==> src/rtl/mem_arbiter_if.sv <==
// Bus bundle between the instruction/data requesters, the shared memory port
// and the mem_arbiter. The arbiter uses the slave view; the environment uses master.
interface mem_arbiter_if #(
    parameter int ADDR_WIDTH = 8,
    parameter int DATA_WIDTH = 16
);
    // Instruction-fetch requester
    logic                  im_req;
    logic [ADDR_WIDTH-1:0] im_addr;
    logic                  im_gnt;
    logic [DATA_WIDTH-1:0] im_r_data;

    // Data requester
    logic                  dm_rd;
    logic                  dm_wr;
    logic [ADDR_WIDTH-1:0] dm_addr;
    logic [DATA_WIDTH-1:0] dm_w_data;
    logic                  dm_gnt;
    logic [DATA_WIDTH-1:0] dm_r_data;

    // Shared memory port
    logic [ADDR_WIDTH-1:0] mem_addr;
    logic                  mem_rd;
    logic                  mem_wr;
    logic [DATA_WIDTH-1:0] mem_w_data;
    logic [DATA_WIDTH-1:0] mem_r_data;

    // Status
    logic                  busy;
    logic                  err;

    modport slave (
        input  im_req, im_addr, dm_rd, dm_wr, dm_addr, dm_w_data, mem_r_data,
        output im_gnt, im_r_data, dm_gnt, dm_r_data,
               mem_addr, mem_rd, mem_wr, mem_w_data, busy, err
    );

    modport master (
        output im_req, im_addr, dm_rd, dm_wr, dm_addr, dm_w_data, mem_r_data,
        input  im_gnt, im_r_data, dm_gnt, dm_r_data,
               mem_addr, mem_rd, mem_wr, mem_w_data, busy, err
    );
endinterface

==> src/rtl/mem_arbiter.sv <==
// Two-requester arbiter (instruction fetch, data access) in front of one memory
// port. Data side wins by default; a starvation counter forces an IM grant.
module mem_arbiter #(
    parameter int ADDR_WIDTH = 8,
    parameter int DATA_WIDTH = 16,
    parameter int MEM_LAT    = 2,
    parameter int STARVE_MAX = 4
) (
    input  logic          clk,
    input  logic          rst,
    mem_arbiter_if.slave  bus
);

    localparam logic [1:0] ST_IDLE   = 2'd0;
    localparam logic [1:0] ST_ACCESS = 2'd1;
    localparam logic [1:0] ST_RESP   = 2'd2;

    localparam logic [3:0] LAT_LAST  = 4'(MEM_LAT - 1);
    localparam logic [3:0] STARVE_LIM = 4'(STARVE_MAX);

    logic [1:0]            state_q,      state_d;
    logic                  arb_en_q,     arb_en_d;
    logic                  owner_dm_q,   owner_dm_d;
    logic                  op_wr_q,      op_wr_d;
    logic [ADDR_WIDTH-1:0] addr_q,       addr_d;
    logic [DATA_WIDTH-1:0] wdata_q,      wdata_d;
    logic [3:0]            lat_cnt_q,    lat_cnt_d;
    logic [3:0]            starve_cnt_q, starve_cnt_d;
    logic [DATA_WIDTH-1:0] im_rdata_q,   im_rdata_d;
    logic [DATA_WIDTH-1:0] dm_rdata_q,   dm_rdata_d;
    logic                  err_q,        err_d;

    logic dm_req;
    logic im_wins;

    assign dm_req  = bus.dm_rd | bus.dm_wr;
    assign im_wins = bus.im_req & (~dm_req | (starve_cnt_q == STARVE_LIM));

    always_comb begin
        // NOTE: every variable gets its hold value first so no path leaves it unassigned (no latch).
        state_d      = state_q;
        arb_en_d     = 1'b1;
        owner_dm_d   = owner_dm_q;
        op_wr_d      = op_wr_q;
        addr_d       = addr_q;
        wdata_d      = wdata_q;
        lat_cnt_d    = lat_cnt_q;
        starve_cnt_d = starve_cnt_q;
        im_rdata_d   = im_rdata_q;
        dm_rdata_d   = dm_rdata_q;
        err_d        = err_q;

        case (state_q)
            ST_IDLE: begin
                // arb_en_q stays low for the first cycle after reset release
                if (arb_en_q) begin
                    if (!bus.im_req || im_wins) begin
                        starve_cnt_d = 4'd0;
                    end else if (starve_cnt_q != STARVE_LIM) begin
                        starve_cnt_d = starve_cnt_q + 4'd1;
                    end

                    if (bus.im_req || dm_req) begin
                        state_d    = ST_ACCESS;
                        lat_cnt_d  = 4'd0;
                        owner_dm_d = ~im_wins;
                        op_wr_d    = im_wins ? 1'b0 : bus.dm_wr;
                        addr_d     = im_wins ? bus.im_addr : bus.dm_addr;
                        wdata_d    = im_wins ? '0 : bus.dm_w_data;
                        if (!im_wins && bus.dm_rd && bus.dm_wr) begin
                            err_d = 1'b1;
                        end
                    end
                end
            end

            ST_ACCESS: begin
                if (lat_cnt_q == LAT_LAST) begin
                    state_d = ST_RESP;
                    if (!op_wr_q) begin
                        if (owner_dm_q) dm_rdata_d = bus.mem_r_data;
                        else            im_rdata_d = bus.mem_r_data;
                    end
                end else begin
                    lat_cnt_d = lat_cnt_q + 4'd1;
                end
            end

            ST_RESP: state_d = ST_IDLE;

            default: state_d = ST_IDLE;
        endcase
    end

    always_ff @(posedge clk or posedge rst) begin
        if (rst) begin
            state_q      <= ST_IDLE;
            arb_en_q     <= 1'b0;
            owner_dm_q   <= 1'b0;
            op_wr_q      <= 1'b0;
            addr_q       <= '0;
            wdata_q      <= '0;
            lat_cnt_q    <= 4'd0;
            starve_cnt_q <= 4'd0;
            im_rdata_q   <= '0;
            dm_rdata_q   <= '0;
            err_q        <= 1'b0;
        end else begin
            // NOTE: non-blocking updates so every flop samples the pre-edge values.
            state_q      <= state_d;
            arb_en_q     <= arb_en_d;
            owner_dm_q   <= owner_dm_d;
            op_wr_q      <= op_wr_d;
            addr_q       <= addr_d;
            wdata_q      <= wdata_d;
            lat_cnt_q    <= lat_cnt_d;
            starve_cnt_q <= starve_cnt_d;
            im_rdata_q   <= im_rdata_d;
            dm_rdata_q   <= dm_rdata_d;
            err_q        <= err_d;
        end
    end

    // Strobes decode straight from state so an async reset drops them immediately
    assign bus.mem_rd     = (state_q == ST_ACCESS) & ~op_wr_q;
    assign bus.mem_wr     = (state_q == ST_ACCESS) &  op_wr_q;
    assign bus.mem_addr   = addr_q;
    assign bus.mem_w_data = wdata_q;
    assign bus.im_gnt     = (state_q == ST_RESP) & ~owner_dm_q;
    assign bus.dm_gnt     = (state_q == ST_RESP) &  owner_dm_q;
    assign bus.im_r_data  = im_rdata_q;
    assign bus.dm_r_data  = dm_rdata_q;
    assign bus.busy       = (state_q != ST_IDLE);
    assign bus.err        = err_q;

endmodule

==> src/flat_wrapper.sv <==
// flat-port wrapper written by rule: the top's interface ports become plain ports
module mem_arbiter_flat 
#(
    parameter int ADDR_WIDTH = 8,
    parameter int DATA_WIDTH = 16,
    parameter int MEM_LAT    = 2,
    parameter int STARVE_MAX = 4
)
  (clk, rst, bus_im_req, bus_im_addr, bus_dm_rd, bus_dm_wr, bus_dm_addr, bus_dm_w_data, bus_mem_r_data, bus_im_gnt, bus_im_r_data, bus_dm_gnt, bus_dm_r_data, bus_mem_addr, bus_mem_rd, bus_mem_wr, bus_mem_w_data, bus_busy, bus_err);
  mem_arbiter_if #(.ADDR_WIDTH(ADDR_WIDTH), .DATA_WIDTH(DATA_WIDTH)) bus_i ();
  input  logic clk;
  input  logic rst;
  input wire logic [$bits(bus_i.im_req)-1:0] bus_im_req;
  input wire logic [$bits(bus_i.im_addr)-1:0] bus_im_addr;
  input wire logic [$bits(bus_i.dm_rd)-1:0] bus_dm_rd;
  input wire logic [$bits(bus_i.dm_wr)-1:0] bus_dm_wr;
  input wire logic [$bits(bus_i.dm_addr)-1:0] bus_dm_addr;
  input wire logic [$bits(bus_i.dm_w_data)-1:0] bus_dm_w_data;
  input wire logic [$bits(bus_i.mem_r_data)-1:0] bus_mem_r_data;
  output wire logic [$bits(bus_i.im_gnt)-1:0] bus_im_gnt;
  output wire logic [$bits(bus_i.im_r_data)-1:0] bus_im_r_data;
  output wire logic [$bits(bus_i.dm_gnt)-1:0] bus_dm_gnt;
  output wire logic [$bits(bus_i.dm_r_data)-1:0] bus_dm_r_data;
  output wire logic [$bits(bus_i.mem_addr)-1:0] bus_mem_addr;
  output wire logic [$bits(bus_i.mem_rd)-1:0] bus_mem_rd;
  output wire logic [$bits(bus_i.mem_wr)-1:0] bus_mem_wr;
  output wire logic [$bits(bus_i.mem_w_data)-1:0] bus_mem_w_data;
  output wire logic [$bits(bus_i.busy)-1:0] bus_busy;
  output wire logic [$bits(bus_i.err)-1:0] bus_err;
  assign bus_i.im_req = bus_im_req;
  assign bus_i.im_addr = bus_im_addr;
  assign bus_i.dm_rd = bus_dm_rd;
  assign bus_i.dm_wr = bus_dm_wr;
  assign bus_i.dm_addr = bus_dm_addr;
  assign bus_i.dm_w_data = bus_dm_w_data;
  assign bus_i.mem_r_data = bus_mem_r_data;
  assign bus_im_gnt = bus_i.im_gnt;
  assign bus_im_r_data = bus_i.im_r_data;
  assign bus_dm_gnt = bus_i.dm_gnt;
  assign bus_dm_r_data = bus_i.dm_r_data;
  assign bus_mem_addr = bus_i.mem_addr;
  assign bus_mem_rd = bus_i.mem_rd;
  assign bus_mem_wr = bus_i.mem_wr;
  assign bus_mem_w_data = bus_i.mem_w_data;
  assign bus_busy = bus_i.busy;
  assign bus_err = bus_i.err;
  mem_arbiter #(.ADDR_WIDTH(ADDR_WIDTH), .DATA_WIDTH(DATA_WIDTH), .MEM_LAT(MEM_LAT), .STARVE_MAX(STARVE_MAX)) u_core (.clk(clk), .rst(rst), .bus(bus_i));
endmodule
==> config.mk <==
export PLATFORM = sky130hd
export DESIGN_NAME = mem_arbiter_flat
export DESIGN_NICKNAME = d
export VERILOG_FILES = /design/src/rtl/mem_arbiter_if.sv /design/src/rtl/mem_arbiter.sv /design/src/flat_wrapper.sv
export SDC_FILE = /design/constraint.sdc
export NUM_CORES = 1
export LEC_CHECK = 0
export ABC_AREA = 0
export CAP_MARGIN = 20
export CELL_PAD_IN_SITES_DETAIL_PLACEMENT = 1
export CELL_PAD_IN_SITES_GLOBAL_PLACEMENT = 2
export CORE_ASPECT_RATIO = 0.6
export CORE_UTILIZATION = 27
export CTS_CLUSTER_DIAMETER = 150
export DETAILED_ROUTE_END_ITERATION = 10
export GPL_ROUTABILITY_DRIVEN = 0
export PLACE_DENSITY_LB_ADDON = 0.1
export RECOVER_POWER = 50
export SYNTH_ARGS = -nofsm -noshare
export SYNTH_HDL_FRONTEND = slang
export SYNTH_SLANG_ARGS = --single-unit
==> constraint.sdc <==
create_clock -name clk -period 2.62 [get_ports clk]
set_input_delay 0.524 -clock clk [delete_from_list [all_inputs] [get_ports clk]]
set_output_delay 0.524 -clock clk [all_outputs]
set_load 0.01 [all_outputs]
==> run notes <==
run results: outcome complete, no violations, Post-Synthesis Cells 222, CTS tree built, wire length on met3 606 µm, Non-Filler Instances 492, CTS H-tree lvls 3, fill cell count 1,123, yosys stat area 2945 µm², reg2reg setup slack approximately 0.5 ns, CTS resizes 0, Clock Sinks 70, design area 4647 µm², Reg power frac 34.3%, Clk pwr share 26.4%, Core Region 10,600 µm², Inst Count DP 476, Tmin final 2.318 ns, clk cell area share 7.808%, synth warn 0, most instantiated logic cells after routing 86 x clkdlybuf4s50_1, 70 x dfrtp_1, 32 x mux2_2, 28 x dlygate4sd3_1, 17 x a22o_1, hold_sp u_core.bus.err$_DFFE_PP0P_, top_reg_cell synth dfrtp_1, fa+ha+maj area frac around 1.7%, RSZ-0062 raised after global routing no, most numerous logic cell after layout clkdlybuf4s50_1, Mapped Area 2945 µm², vias in the first global route between 2,000 and 3,000, area of placed instances roughly 4300 µm², WHS Path Cells 1, worst hold margin 0.4615 ns, CP Class register to primary output, crit-path cells nor3b_1 -> clkdlybuf4s50_1, Net Sw Power 1.724 mW, Routed Antenna Nets 0, top cells by count 70 x dfrtp_1, 32 x mux2_2, 17 x a22o_1, 12 x nand3_1, 9 x o211ai_1, Post-synth mux share 12.91%, Largest cell class sequential cells
### M1 wires

Cells faint in the background.
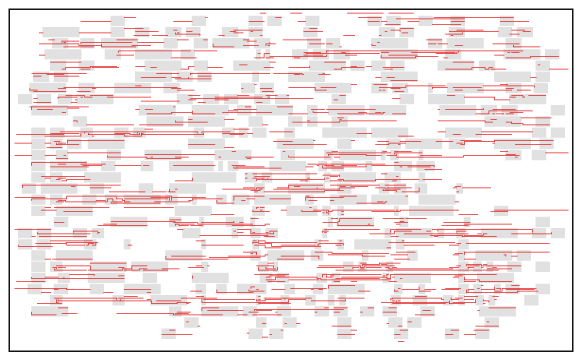
nets with wire on the layer: 348
wire length on this layer: 4,020 µm
routed via count: 2,339
GR met1 Demand/Resource: 21.06%
Post-Route WL: 8307 µm

### Signal wires on met2

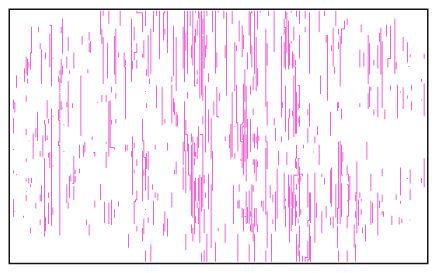
longest straight run: 38.4 µm
wire length on this layer: 3,590 µm
share of all routed wire: 43%
nets with wire on the layer: 370
main direction: vertical
met2 Use GR: 24.18%

### M3 wires

Cells faint in the background.
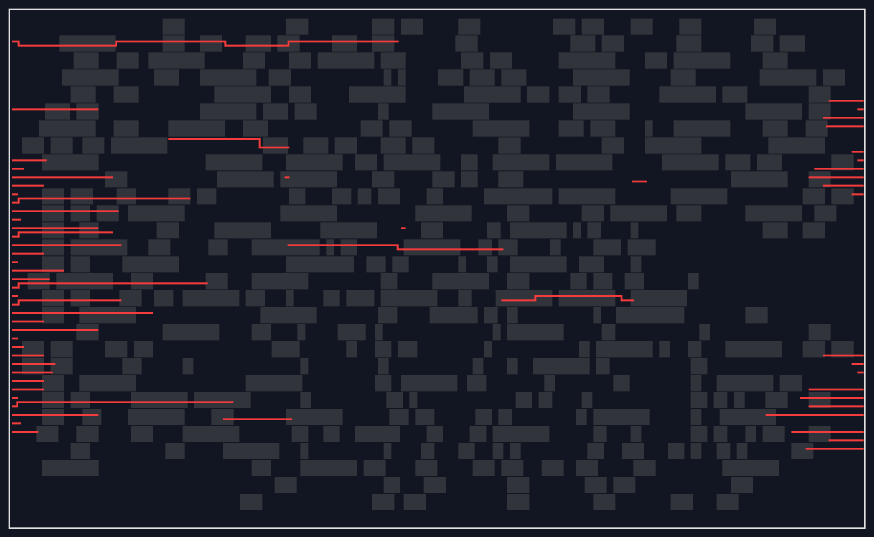
nets with wire on the layer: 56
main direction: horizontal
longest straight run: 34.5 µm
share of all routed wire: 7.3%
met3 Use GR: 6.288%

### Routing congestion

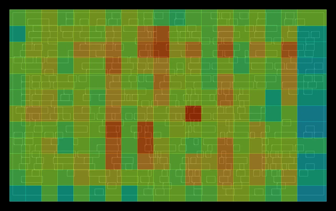
DR WL/cell: 16.88 µm
GR peak layer: met2
final core utilization: 43.86%

Power and IR drop assume default switching activity.
